File: src/rtl/alu_sequencer.sv
// alu_sequencer: four-state instruction sequencer driving an external combinational ALU.
// It holds a register file of eight 16-bit registers. Each accepted instruction runs
// IDLE -> DECODE -> (EXEC) -> WB -> IDLE.
//
// Ports:
//   clk, resetn       clock and asynchronous active-low reset
//   instr, instrValid instruction word {opcode[15:13], rx[12:10], ry[9:7]}, imm is instr[7:0]
//   instrReady        high only in IDLE and only while resetn is high
//   aluSel/aluA/aluB  registered ALU operation and operands, captured in DECODE
//   aluResult         combinational ALU result, sampled only in EXEC
//   rdAddr/rdData     asynchronous debug read of the register file
//   done, divErr      single-cycle retirement pulse; divErr marks a divide by zero
//   wbData            last value written back to the register file
module alu_sequencer (
  input  logic        clk,
  input  logic        resetn,
  input  logic [15:0] instr,
  input  logic        instrValid,
  output logic        instrReady,
  output logic [2:0]  aluSel,
  output logic [15:0] aluA,
  output logic [15:0] aluB,
  input  logic [15:0] aluResult,
  input  logic [2:0]  rdAddr,
  output logic [15:0] rdData,
  output logic        done,
  output logic        divErr,
  output logic [15:0] wbData
);

  localparam logic [1:0] StIdle   = 2'd0;
  localparam logic [1:0] StDecode = 2'd1;
  localparam logic [1:0] StExec   = 2'd2;
  localparam logic [1:0] StWb     = 2'd3;

  localparam logic [2:0] OpDiv = 3'b100;
  localparam logic [2:0] OpLdi = 3'b110;
  localparam logic [2:0] OpNop = 3'b111;

  logic [1:0]  state_q, state_d;
  logic [15:0] instr_q;
  logic [15:0] regs_q [8];
  logic [2:0]  alu_sel_q;
  logic [15:0] alu_a_q;
  logic [15:0] alu_b_q;
  logic [15:0] result_q;
  logic        wr_en_q;
  logic        div_err_q;
  logic [15:0] wb_data_q;

  logic [2:0]  opcode;
  logic [2:0]  rx;
  logic [2:0]  ry;
  logic [7:0]  imm;
  logic [15:0] rx_val;
  logic [15:0] ry_val;
  logic        skip_exec;

  // imm overlaps ry[0]; the opcode decides which interpretation applies.
  assign opcode = instr_q[15:13];
  assign rx     = instr_q[12:10];
  assign ry     = instr_q[9:7];
  assign imm    = instr_q[7:0];
  assign rx_val = regs_q[rx];
  assign ry_val = regs_q[ry];

  // LDI, NOP and divide-by-zero never touch the ALU.
  assign skip_exec = (opcode == OpLdi) || (opcode == OpNop) ||
                     ((opcode == OpDiv) && (ry_val == 16'h0000));

  always_comb begin
    state_d = state_q;
    case (state_q)
      StIdle:   if (instrValid) state_d = StDecode;
      StDecode: state_d = skip_exec ? StWb : StExec;
      StExec:   state_d = StWb;
      StWb:     state_d = StIdle;
      default:  state_d = StIdle;
    endcase
  end

  always_ff @(posedge clk or negedge resetn) begin
    if (!resetn) begin
      state_q   <= StIdle;
      instr_q   <= '0;
      for (int i = 0; i < 8; i++) regs_q[i] <= '0;
      alu_sel_q <= '0;
      alu_a_q   <= '0;
      alu_b_q   <= '0;
      result_q  <= '0;
      wr_en_q   <= 1'b0;
      div_err_q <= 1'b0;
      wb_data_q <= '0;
    end else begin
      state_q <= state_d;
      case (state_q)
        StIdle: begin
          if (instrValid) instr_q <= instr;
        end
        StDecode: begin
          alu_sel_q <= opcode;
          alu_a_q   <= rx_val;
          alu_b_q   <= ry_val;
          // Preload the LDI value; ALU ops overwrite it in EXEC.
          result_q  <= {8'h00, imm};
          wr_en_q   <= 1'b1;
          div_err_q <= 1'b0;
          if (opcode == OpNop) begin
            wr_en_q <= 1'b0;
          end else if ((opcode == OpDiv) && (ry_val == 16'h0000)) begin
            wr_en_q   <= 1'b0;
            div_err_q <= 1'b1;
          end
        end
        StExec: begin
          result_q <= aluResult;
        end
        StWb: begin
          // Written at the end of WB, so rdData shows the old value during WB.
          if (wr_en_q) begin
            regs_q[rx] <= result_q;
            wb_data_q  <= result_q;
          end
        end
        default: ;
      endcase
    end
  end

  assign instrReady = resetn && (state_q == StIdle);
  assign done       = (state_q == StWb);
  assign divErr     = (state_q == StWb) && div_err_q;
  assign aluSel     = alu_sel_q;
  assign aluA       = alu_a_q;
  assign aluB       = alu_b_q;
  assign rdData     = regs_q[rdAddr];
  assign wbData     = wb_data_q;

endmodule

File: config.mk
export PLATFORM = sky130hd
export DESIGN_NAME = alu_sequencer
export DESIGN_NICKNAME = d
export VERILOG_FILES = /design/src/rtl/alu_sequencer.sv
export SDC_FILE = /design/constraint.sdc
export NUM_CORES = 1
export LEC_CHECK = 0
export CAP_MARGIN = 20
export CELL_PAD_IN_SITES_DETAIL_PLACEMENT = 1
export CELL_PAD_IN_SITES_GLOBAL_PLACEMENT = 2
export CORE_MARGIN = 3
export CORE_UTILIZATION = 40
export CTS_BUF_LIST = sky130_fd_sc_hd__clkbuf_2 sky130_fd_sc_hd__clkbuf_4 sky130_fd_sc_hd__clkbuf_8
export CTS_CLUSTER_DIAMETER = 40
export DETAILED_ROUTE_END_ITERATION = 6
export PLACE_DENSITY = 0.84
export SYNTH_ARGS = -nofsm -noshare
export SYNTH_HDL_FRONTEND = slang
export SYNTH_SLANG_ARGS = --single-unit
export TNS_END_PERCENT = 5
File: constraint.sdc
create_clock -name clk -period 2.9 [get_ports clk]
set_input_delay 0.435 -clock clk [delete_from_list [all_inputs] [get_ports clk]]
set_output_delay 0.435 -clock clk [all_outputs]
set_load 0.01 [all_outputs]
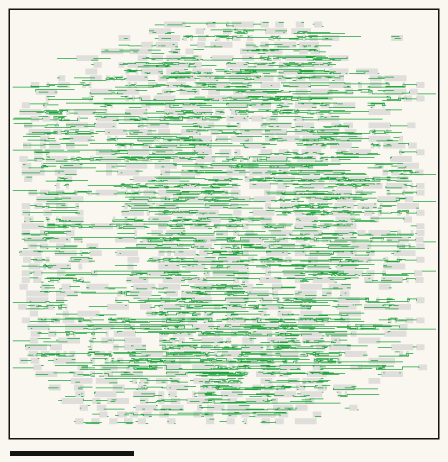
Run 1: M1 wires
Scale bar: 50 µm. Cells faint in the background.
main direction = horizontal
share of all routed wire = 43%
nets with wire on the layer = 883
wire length on this layer = 13800 µm
longest straight run = 87.9 µm

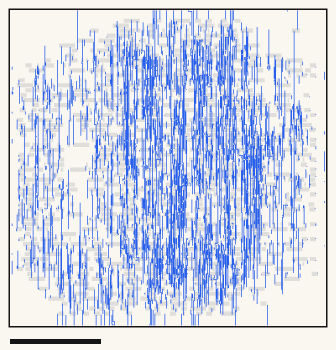
Run 1: met2 routing
Scale bar: 50 µm. Cells faint in the background.
wire length on this layer = 15100 µm
nets with wire on the layer = 864
share of all routed wire = 48%

==> qor.yml, run 1 <==
seq_cell_power_mw: 5.97
pwr.group.combinational_mw: 6.65
run_status: "finished, final reports clean"
global_route.usage.met1: 0.287
total_power_mw: 15.9
ys_warn_count: 0
insertedDiodeCount: 0
drt-met1-wl_um: 13800
clock-sinks: 215
rows: 60
final_cell_area_um2: 13700
synth_nets: 860
reg2regPathDepth: 7
global_route_wire_length_before_repair_um: 50100
dominantRegCellSynth: "sky130_fd_sc_hd__dfrtp_1"
post_place_setup_slack_ns: 0.131
worst_setup_path_startpoint: "rdAddr[1]"
timing.critical_path.to_type: "primary output"
fin_crit_ns: 2.76
post_drt_via_cell_ratio: 5.74
dp.final_hpwl_um: 21900
finalSetupViolCount: 0
tap-cell-count: 372
die_width_um: 173
fmaxAchievable_mhz: 362
synth-adder-area-share: 0.00560
synth-edff-count: 0
dr.pass1.iters: 4
rrSetupSlack_ns: 0.32
reg2reg_to: "div_err_q"
overflow: 0
dp_cells: 1267
nFillCells: 2755
wl_um: 31800
grtUsageMet2: 0.345
rsz_0062_raised_after_global_routing: "false"
num_io_pins: 108
clock_network_area_share: 0.0684
grt_antenna_before_repair: 1
combinationalPowerShare: 0.418
slowest_stage: "sky130_fd_sc_hd__clkdlybuf4s50_1"
most_popular_library_cell_in_the_synthesized_design_by_count: "sky130_fd_sc_hd__dfrtp_1"
max-clock-path-buffers: 3
arrival_ns: 2.33
area_dominant_class: "multi-input combinational cells"
syn_area_per_cell_um2: 13.7
mux_share: 0.375
power.switching_mw: 6.02
power_density_nw_per_um2: 1160
design.core.area_um2: 27200
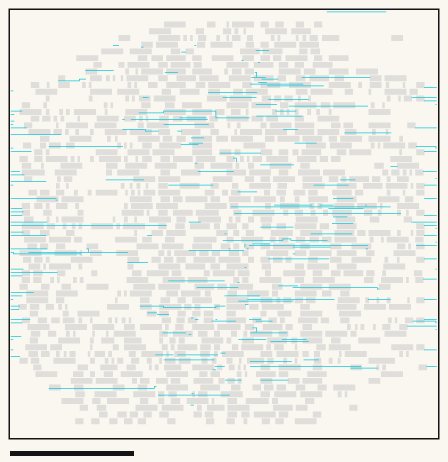
Run 1: signal wires on met3
Scale bar: 50 µm. Cells faint in the background.
nets with wire on the layer = 132
wire length on this layer = 1980 µm
main direction = horizontal

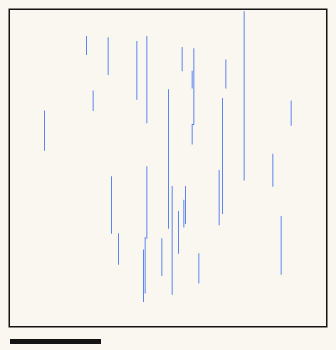
Run 1: metal 4
Scale bar: 50 µm.
longest straight run = 92.5 µm
main direction = vertical
share of all routed wire = 2.7%
wire length on this layer = 860 µm
nets with wire on the layer = 18

[run 1: sequential cells by signal (all words and copies together) (netlist names)]
name       flops
state_q        2
wbData        16
aluSel         3
result_q      16
instr_q       16
regs_q       128
div_err_q      1
aluB          16
aluA          16
wr_en_q        1
[run 1: worst reg2reg max path, cell delays in order, from the launching register on]
cell                      delay, ns
sky130_fd_sc_hd__dfrtp_1       0.65
sky130_fd_sc_hd__buf_4         0.29
sky130_fd_sc_hd__mux4_2        0.37
sky130_fd_sc_hd__o41ai_1       0.39
sky130_fd_sc_hd__o21ai_1       0.23
sky130_fd_sc_hd__nor4_2        0.24
sky130_fd_sc_hd__buf_4         0.19
sky130_fd_sc_hd__mux2_2        0.15
==> inputs of run 2 (changes only) <==
Settings changed: HOLD_SLACK_MARGIN set to 0.02.
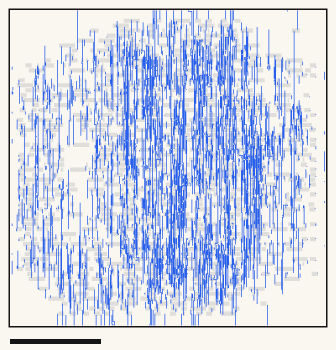
Run 2: met2 routing
Scale bar: 50 µm. Cells faint in the background.
main direction = vertical
share of all routed wire = 48%
nets with wire on the layer = 864

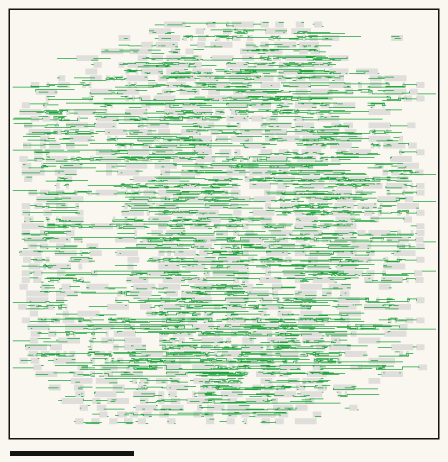
Run 2: M1 wires
Scale bar: 50 µm. Cells faint in the background.
main direction = horizontal
wire length on this layer = 13800 µm
longest straight run = 87.9 µm
nets with wire on the layer = 883

==> run 2 against run 1 <==
Against the previous run: sequential share of layout area stayed put; register-to-register slack about the same; worst hold slack unchanged; synthesized cell count did not move; global-route usage stayed put; first-iteration DRC count did not move; routed wire length is the same; sequential power hardly changed; highest routed layer unchanged.
==> qor.yml, run 2 <==
run_status: "finished, final reports clean"
arrival_ns: 2.33
final_cell_area_um2: 13700
global_route_wire_length_before_repair_um: 50100
design.core.area_um2: 27200
ys_warn_count: 0
timing.critical_path.to_type: "primary output"
power.switching_mw: 6.02
largest-register: "regs_q"
nFillCells: 2755
final_worst_path_period_share: 0.953
worst_setup_path_startpoint: "rdAddr[1]"
overflow: 0
dp_cells: 1267
reg2reg_to: "div_err_q"
reg2regPathDepth: 7
most_popular_library_cell_in_the_synthesized_design_by_count: "sky130_fd_sc_hd__dfrtp_1"
wl_um: 31800
clock-sinks: 215
post_drt_via_cell_ratio: 5.74
seq_cell_power_mw: 5.97
largest_register_ffs: 128
insertedDiodeCount: 0
combinationalPowerShare: 0.418
grt_antenna_before_repair: 1
global_route.usage.met1: 0.287
pwr.group.combinational_mw: 6.65
synth-edff-count: 0
synth-adder-area-share: 0.00560
fin_crit_ns: 2.76
rows: 60
drt-met1-wl_um: 13800
mux_share: 0.375
num_io_pins: 108
fmaxAchievable_mhz: 362
dominantRegCellSynth: "sky130_fd_sc_hd__dfrtp_1"
max-clock-path-buffers: 3
total_power_mw: 15.9
syn_area_per_cell_um2: 13.7
power_density_nw_per_um2: 1160
die_width_um: 173
cts.repair.resized: 0
dr.pass1.iters: 4
post_place_setup_slack_ns: 0.131
slowest_stage: "sky130_fd_sc_hd__clkdlybuf4s50_1"
rrSetupSlack_ns: 0.32
## run 2: layout make-up
type | instances | area (µm²) | area share
timing repair buffer | 147 | 1450 | 0.105
clock inverter | 6 | 61.3 | 0.00447
sequential | 215 | 5380 | 0.393
tap | 372 | 465 | 0.0340
clock buffer | 70 | 876 | 0.0639
inverter | 12 | 45.0 | 0.00329
multi-input combinational | 521 | 5430 | 0.396
## run 2: worst max-delay path by stage
stage,to,depth (start not counted)
2_1_floorplan,rdData[4],4
3_3_place_gp,rdData[9],5
3_5_place_dp,rdData[3],5
4_1_cts,rdData[3],5
5_1_grt,rdData[9],5
6_report,rdData[9],5
==> inputs of run 3 (changes only) <==
Settings changed: ABC_CLOCK_PERIOD_IN_PS set to 2900.
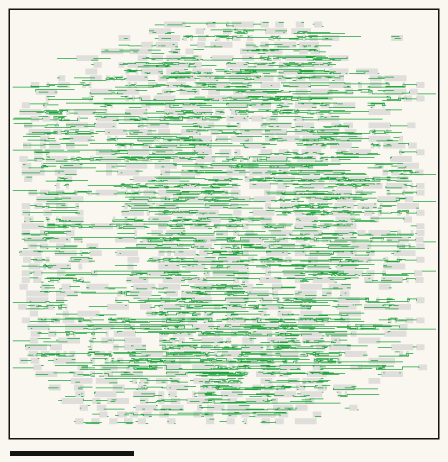
Run 3: M1 wires
Scale bar: 50 µm. Cells faint in the background.
longest straight run = 87.9 µm
wire length on this layer = 13800 µm
nets with wire on the layer = 883
share of all routed wire = 43%
main direction = horizontal

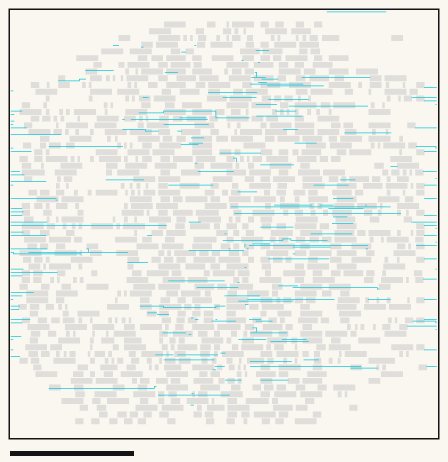
Run 3: signal wires on met3
Scale bar: 50 µm. Cells faint in the background.
share of all routed wire = 6.2%
nets with wire on the layer = 132
longest straight run = 67.2 µm
main direction = horizontal
wire length on this layer = 1980 µm

==> run 3 against run 2 <==
Against the previous run: die size did not move; total power is the same; clock-buffer cell count did not move; largest cell class unchanged.
==> qor.yml, run 3 <==
power.switching_mw: 6.02
dp_cells: 1267
clock_network_area_share: 0.0684
nFillCells: 2755
combinationalPowerShare: 0.418
most_popular_library_cell_in_the_synthesized_design_by_count: "sky130_fd_sc_hd__dfrtp_1"
dominantRegCellSynth: "sky130_fd_sc_hd__dfrtp_1"
arrival_ns: 2.33
seq_share: 0.393
rows: 60
syn_area_per_cell_um2: 13.7
overflow: 0
seq_cell_power_mw: 5.97
dr.pass1.iters: 4
num_io_pins: 108
die_width_um: 173
regArea_um2: 5380
global_route_wire_length_before_repair_um: 50100
run_status: "finished, final reports clean"
dp.final_hpwl_um: 21900
clock_buffers: 70
grt_antenna_before_repair: 1
area_dominant_class: "multi-input combinational cells"
pwr.group.combinational_mw: 6.65
grtUsageMet2: 0.345
run 3: final timing paths:
kind	from	endpoint	slack, ns	cells after the start
setup reg to reg	instr_q[9]	div_err_q	0.32	7
hold / removal	resetn	regs_q[17]	0.03	2
min in group clk	aluResult[9]	result_q[9]	0.48	3
max in group asynchronous	resetn	wbData[14]	2.33	2
hold reg to reg	wbData[0]	wbData[0]	0.49	1
setup / recovery	rdAddr[1]	rdData[9]	0.14	5
run 3: kinds of logic (layout without fill, tap and decap cells):
kind of cell    count (synthesis)  count (layout)  share of synthesized area
compound gates                106             106                     0.0531
fa+ha+maj                       5               5                    0.00560
buf+inv                        81             235                     0.0330
flops                         215             215                      0.481
mux                           286             286                      0.375
simple gates                  124             124                     0.0522
Power is estimated from default activity; no workload was simulated.
